File: config.mk
export PLATFORM = sky130hd
export DESIGN_NAME = half_adder_arb
export DESIGN_NICKNAME = d
export VERILOG_FILES = /design/src/rtl/half_adder_pkg.sv /design/src/rtl/half_adder_arb_rr_arbiter.sv /design/src/rtl/half_adder_arb.sv
export SDC_FILE = /design/constraint.sdc
export NUM_CORES = 1
export LEC_CHECK = 0
export ABC_AREA = 1
export CELL_PAD_IN_SITES_DETAIL_PLACEMENT = 1
export CELL_PAD_IN_SITES_GLOBAL_PLACEMENT = 1
export CORE_MARGIN = 10
export CORE_UTILIZATION = 27
export DETAILED_ROUTE_END_ITERATION = 8
export PLACE_DENSITY = 0.79
export SYNTH_ARGS = -nofsm -noshare
export SYNTH_HDL_FRONTEND = slang
export SYNTH_SLANG_ARGS = --single-unit
File: constraint.sdc
create_clock -name clk -period 2.15 [get_ports clk]
set_input_delay 0.215 -clock clk [delete_from_list [all_inputs] [get_ports clk]]
set_output_delay 0.215 -clock clk [all_outputs]
set_load 0.05 [all_outputs]
File: src/rtl/half_adder_pkg.sv
// Shared definitions for the arbitrated half-adder front end: default sizes and
// the tag carried alongside each operation through the shared adder.
package half_adder_pkg;

  localparam int DW_DEFAULT      = 9;
  localparam int NUM_REQ_DEFAULT = 4;
  localparam int NUM_REQ_MAX     = 8;

  // Index sized for the largest supported requester count so one tag type fits every build.
  localparam int IDX_W = $clog2(NUM_REQ_MAX);

  typedef struct packed {
    logic             valid;
    logic [IDX_W-1:0] index;
  } tag_t;

endpackage

File: src/rtl/half_adder_arb_rr_arbiter.sv
// Round-robin grant: searches upward from ptr with wrap-around and grants the
// first eligible requester as a one-hot vector (all zero when none is eligible).
module rr_arbiter
  import half_adder_pkg::*;
#(
  parameter int NUM_REQ = NUM_REQ_DEFAULT
) (
  input  logic [NUM_REQ-1:0] eligible,
  input  logic [IDX_W-1:0]   ptr,
  output logic [NUM_REQ-1:0] grant
);

  logic found;

  // Outer loop walks the priority order; inner loop keeps every bit select constant.
  always_comb begin
    grant = '0;
    found = 1'b0;
    for (int k = 0; k < NUM_REQ; k++) begin
      for (int j = 0; j < NUM_REQ; j++) begin
        if (!found && eligible[j] && (j == (int'(ptr) + k) % NUM_REQ)) begin
          grant[j] = 1'b1;
          found    = 1'b1;
        end
      end
    end
  end

endmodule

File: src/rtl/half_adder_arb.sv
// Shares one fixed 1-cycle-latency adder among NUM_REQ requesters: round-robin issue,
// a two-stage tag pipeline to route each sum back, and per-requester result slots.
module half_adder_arb
  import half_adder_pkg::*;
#(
  parameter int NUM_REQ = NUM_REQ_DEFAULT,
  parameter int DW      = DW_DEFAULT
) (
  input  logic                      clk,
  input  logic                      rst_n,
  input  logic [NUM_REQ-1:0]        req_valid,
  output logic [NUM_REQ-1:0]        req_ready,
  input  logic [NUM_REQ*DW-1:0]     req_a,
  input  logic [NUM_REQ*DW-1:0]     req_b,
  output logic [NUM_REQ-1:0]        rsp_valid,
  input  logic [NUM_REQ-1:0]        rsp_ready,
  output logic [NUM_REQ*(DW+1)-1:0] rsp_sum,
  output logic                      add_in_valid,
  output logic [DW-1:0]             add_data_in0,
  output logic [DW-1:0]             add_data_in1,
  input  logic                      add_out_valid,
  input  logic [DW:0]               add_data_out,
  output logic                      busy,
  output logic                      err
);

  localparam int SW = DW + 1;

  logic [IDX_W-1:0]   ptr;
  logic [IDX_W-1:0]   grant_idx;
  logic [NUM_REQ-1:0] pending, eligible, grant;
  logic [NUM_REQ-1:0] pending_nxt, rsp_valid_nxt;
  logic [DW-1:0]      sel_a, sel_b;
  logic               any_xfer, slot_write, err_nxt;
  tag_t               tag_s1, tag_s2;

  assign eligible = req_valid & ~pending & ~rsp_valid;

  rr_arbiter #(.NUM_REQ(NUM_REQ)) u_arb (
    .eligible (eligible),
    .ptr      (ptr),
    .grant    (grant)
  );

  // The grant only targets requesters with req_valid high, so ready alone marks the transfer.
  assign req_ready = grant & {NUM_REQ{rst_n}};
  assign any_xfer  = |(req_valid & req_ready);

  always_comb begin
    grant_idx = '0;
    sel_a     = '0;
    sel_b     = '0;
    for (int i = 0; i < NUM_REQ; i++) begin
      if (req_ready[i]) begin
        grant_idx = IDX_W'(i);
        sel_a     = req_a[i*DW +: DW];
        sel_b     = req_b[i*DW +: DW];
      end
    end
  end

  // A tag reaching stage 2 must meet its sum; either side showing up alone is an error.
  always_comb begin
    pending_nxt   = pending | req_ready;
    rsp_valid_nxt = rsp_valid & ~rsp_ready;
    slot_write    = 1'b0;
    err_nxt       = err;
    if (tag_s2.valid) begin
      for (int i = 0; i < NUM_REQ; i++) begin
        if (tag_s2.index == IDX_W'(i)) begin
          pending_nxt[i] = 1'b0;
          if (add_out_valid) rsp_valid_nxt[i] = 1'b1;
        end
      end
      slot_write = add_out_valid;
      if (!add_out_valid) err_nxt = 1'b1;
    end else if (add_out_valid) begin
      err_nxt = 1'b1;
    end
  end

  always_ff @(posedge clk or negedge rst_n) begin
    if (!rst_n) begin
      ptr          <= '0;
      pending      <= '0;
      rsp_valid    <= '0;
      rsp_sum      <= '0;
      add_in_valid <= 1'b0;
      add_data_in0 <= '0;
      add_data_in1 <= '0;
      tag_s1       <= '0;
      tag_s2       <= '0;
      err          <= 1'b0;
    end else begin
      add_in_valid <= any_xfer;
      if (any_xfer) begin
        add_data_in0 <= sel_a;
        add_data_in1 <= sel_b;
        ptr          <= (grant_idx == IDX_W'(NUM_REQ - 1)) ? '0 : grant_idx + IDX_W'(1);
      end
      tag_s1    <= '{valid: any_xfer, index: grant_idx};
      tag_s2    <= tag_s1;
      pending   <= pending_nxt;
      rsp_valid <= rsp_valid_nxt;
      err       <= err_nxt;
      for (int i = 0; i < NUM_REQ; i++) begin
        if (slot_write && tag_s2.index == IDX_W'(i)) rsp_sum[i*SW +: SW] <= add_data_out;
      end
    end
  end

  assign busy = (|pending) | tag_s1.valid | tag_s2.valid | add_in_valid;

endmodule

density.png
The die is cut into 14 by 14 equal tiles; black is low, pale yellow is high, 0 to 100% covered.
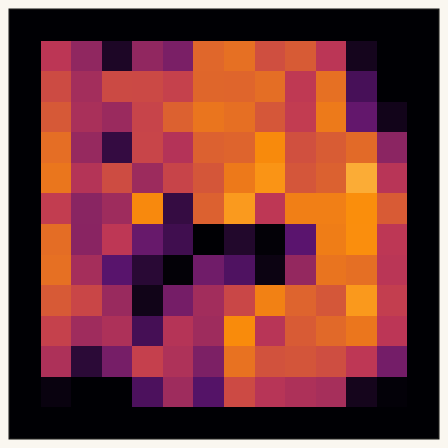
- mean over tiles: 34%
- tiles over 75% full: 3.1%
- emptiest ninth of the die: lower left
- nearly empty tiles: 31%
- fullest tile: 82%
Initial Util: 27.4%
Post-Route Utilization: 48.7%
Core ar.: 13,800 sq um

port_nets.png
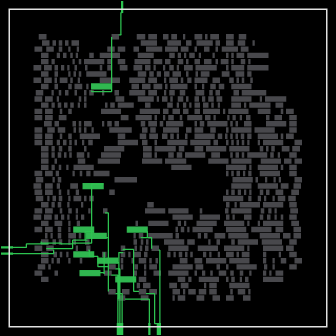
- green: add_data_in1 (bits 9; direction output; edge 6 bottom, 2 left, 1 top; end cells 9; wire 433 um)
PortBufs: 161
io pins: 162

==> CHANGELOG.md <==
## Flow update

* Status: finished with violations
* Failing checks: setup timing
* Die Ht at 138 um
* WL/cell at 18.2 um
* Clk sink count at 75
* Post-DRT Antenna Nets at 0
* Yosys cell count at 475
* Switching Share at 47.5%
* CP arrival at 2.53 ns
* Crit path DRT at 1.93 ns
* FILL cells at 1,609
* Post-DP HPWL at 11,400 um
* Startpoint type of the worst setup path: register
* Worst path max stage delay at 0.46 ns
* Finished Cell Area at 6700 sq um
* Final hold vios at 0
* Clk ins delay skew pair at 0.33 ns
* DIE AREA at 19,100 sq um
* Synthesized area at 3770 sq um
* Final nets at 776
* Post-CTS sizing at 26
* Total CTS buffers at 9
* Layout area overhead at 77.8%
* Grt peak-use layer: met2
* Critical path endpoint category: output pin
* Site row count at 43
* Overall Global Routing Usage at 15.4%
* Syn Inst Count at 475
* Cell Type Count at 31
* Sequential share of the synthesized area at 49.8%
* Largest Register: rsp_sum
* Global Route met1 Usage at 17.1%
* Max-slew headroom at 59.6%
* Initial DRC Count at 213
* Syn Area/Cell at 7.94 sq um
* CTS tree: done
* Vias at 4,052
* Worst-path cell chain: inv_2, nor2_1, nand3_2, inv_2, nor2_4, nand4_4, nor2_4, buf_6, nand4_1, nor2_1, nor2_1, nor2_2, buf_6, buf_12, buf_12
* AO/OA Area Share at 8.46%
* CTS hold repair buffers at 1
* DP Cell Count at 822
* Crit-path most repeated cell: nor2_1
* N_diodes at 0
* Final wirelength at 15,700 um
* Buf/Inv on CP at 6
* Vias in the first global route at 4,587
* Largest net degree at the start of global routing at 60
* Met3 Use GR at 4.59%
* Clock power share at 14.2%
* Worst path top cell family by delay: simple AND/OR/NAND/NOR gates
* DR DRC count at 0
* Die X at 138 um
* P_int at 6090 uW
* Most numerous logic cell after layout: clkdlybuf4s50_1
* Synth Register Bits at 75
* Final min period at 2.75 ns
* DP Worst Slack at -0.328 ns
* Synthesized Nets at 569
* H-tree depth at 3
* Top cells excl fill/tap: clkdlybuf4s50_1, nand2_1, dfrtp_1
* Worst path slowest cell: dfrtp_2
* PwrDens at 1730 nW/um^2
* Setup slack after layout at -0.595 ns
* Top flop regs: rsp_sum x40, add_data_in0 x9, add_data_in1 x9
* # setup viols final at 31
* Xor/xnor share at 0%
* Crit Path Max Fanout at 4
* Comb pwr share at 63.5%
* Hold Path Class: primary input to asynchronous set/reset pin
* Drt first pass iters at 4
* Logic area at 1710 sq um
* Cycle use final at 128%
* Global-route wire length before repair at 24,600 um
* Initial antenna violation count at 0
* Largest register FFs at 40
* P_sw at 5500 uW
* Pleak at 0.00310 uW
* Max clock buf depth at 2
* VDD IR max at 0.000500 V
* YS chip area at 3770 sq um
* Comb area leader: simple AND/OR/NAND/NOR gates
* Via-to-Cell Ratio at 4.67
* TNS Setup at -13.15 ns
* Post-Place Cell Area at 5910 sq um
* Max-Cap Viols at 0
* CTS root buf: clkbuf_16
* Grt met2 use at 27.4%
[path summary, 6_finish.rpt]
kind                       startpoint              end  slack [ns]  cells after the start
setup / recovery               ptr[1]     req_ready[0]       -0.60                     15
hold / removal                  rst_n        tag_s1[1]        0.32                      2
setup reg to reg               ptr[1]  add_data_in0[7]       -0.58                     20
hold reg to reg             tag_s1[0]        tag_s2[0]        0.34                      0
max in group asynchronous       rst_n     rsp_valid[1]        0.72                      4
min in group clk            tag_s1[0]        tag_s2[0]        0.34                      0
[power by group through the flow]
stage               clock network (uW)  logic (uW)  registers, uW
detailed placement                   0        6310           2570
CTS                               1680        7120           2560
floorplan                            0        1950           4400
global route                      1760        7850           2660
finish                            1650        7360           2580
global placement                     0        6170           2530
[area by class of cell]
cell class,instances,area share [%]
clock inverters,5,1.27
repair buffers,219,34.5
clock buffers,11,3.62
multi-input cells,315,25.4
well taps,180,3.36
inverters,62,3.64
flip-flops and latches,75,28.1
[Yosys cell counts, drive strengths merged]
| library cell | number | area share [%] |
|---|---|---|
| or2 | 1 | 0.17 |
| a21boi | 2 | 0.50 |
| buf | 11 | 2.2 |
| o211ai | 1 | 0.20 |
| nand4 | 24 | 4.5 |
| ha | 1 | 0.33 |
| nor2 | 61 | 6.9 |
| dfrtp | 75 | 50 |
| a211oi | 1 | 0.20 |
| a21oi | 2 | 0.27 |
| clkbuf | 12 | 1.2 |
| o2111ai | 1 | 0.23 |
| inv | 62 | 6.2 |
| nor3 | 4 | 0.66 |
| o21a | 1 | 0.20 |
| o21ai | 45 | 6.0 |
| o22ai | 3 | 0.50 |
| nand3 | 62 | 8.6 |
| o21bai | 2 | 0.40 |
| nand2 | 104 | 11 |
[metal layers]
layer	vias to the layer above	wire length [um]
li1	1950	-
met1	1949	6460
met2	133	8030
met3	20	964
met4	0	286
met5	-	0
Power figures rest on the tool's default switching activity, not on a simulated workload.
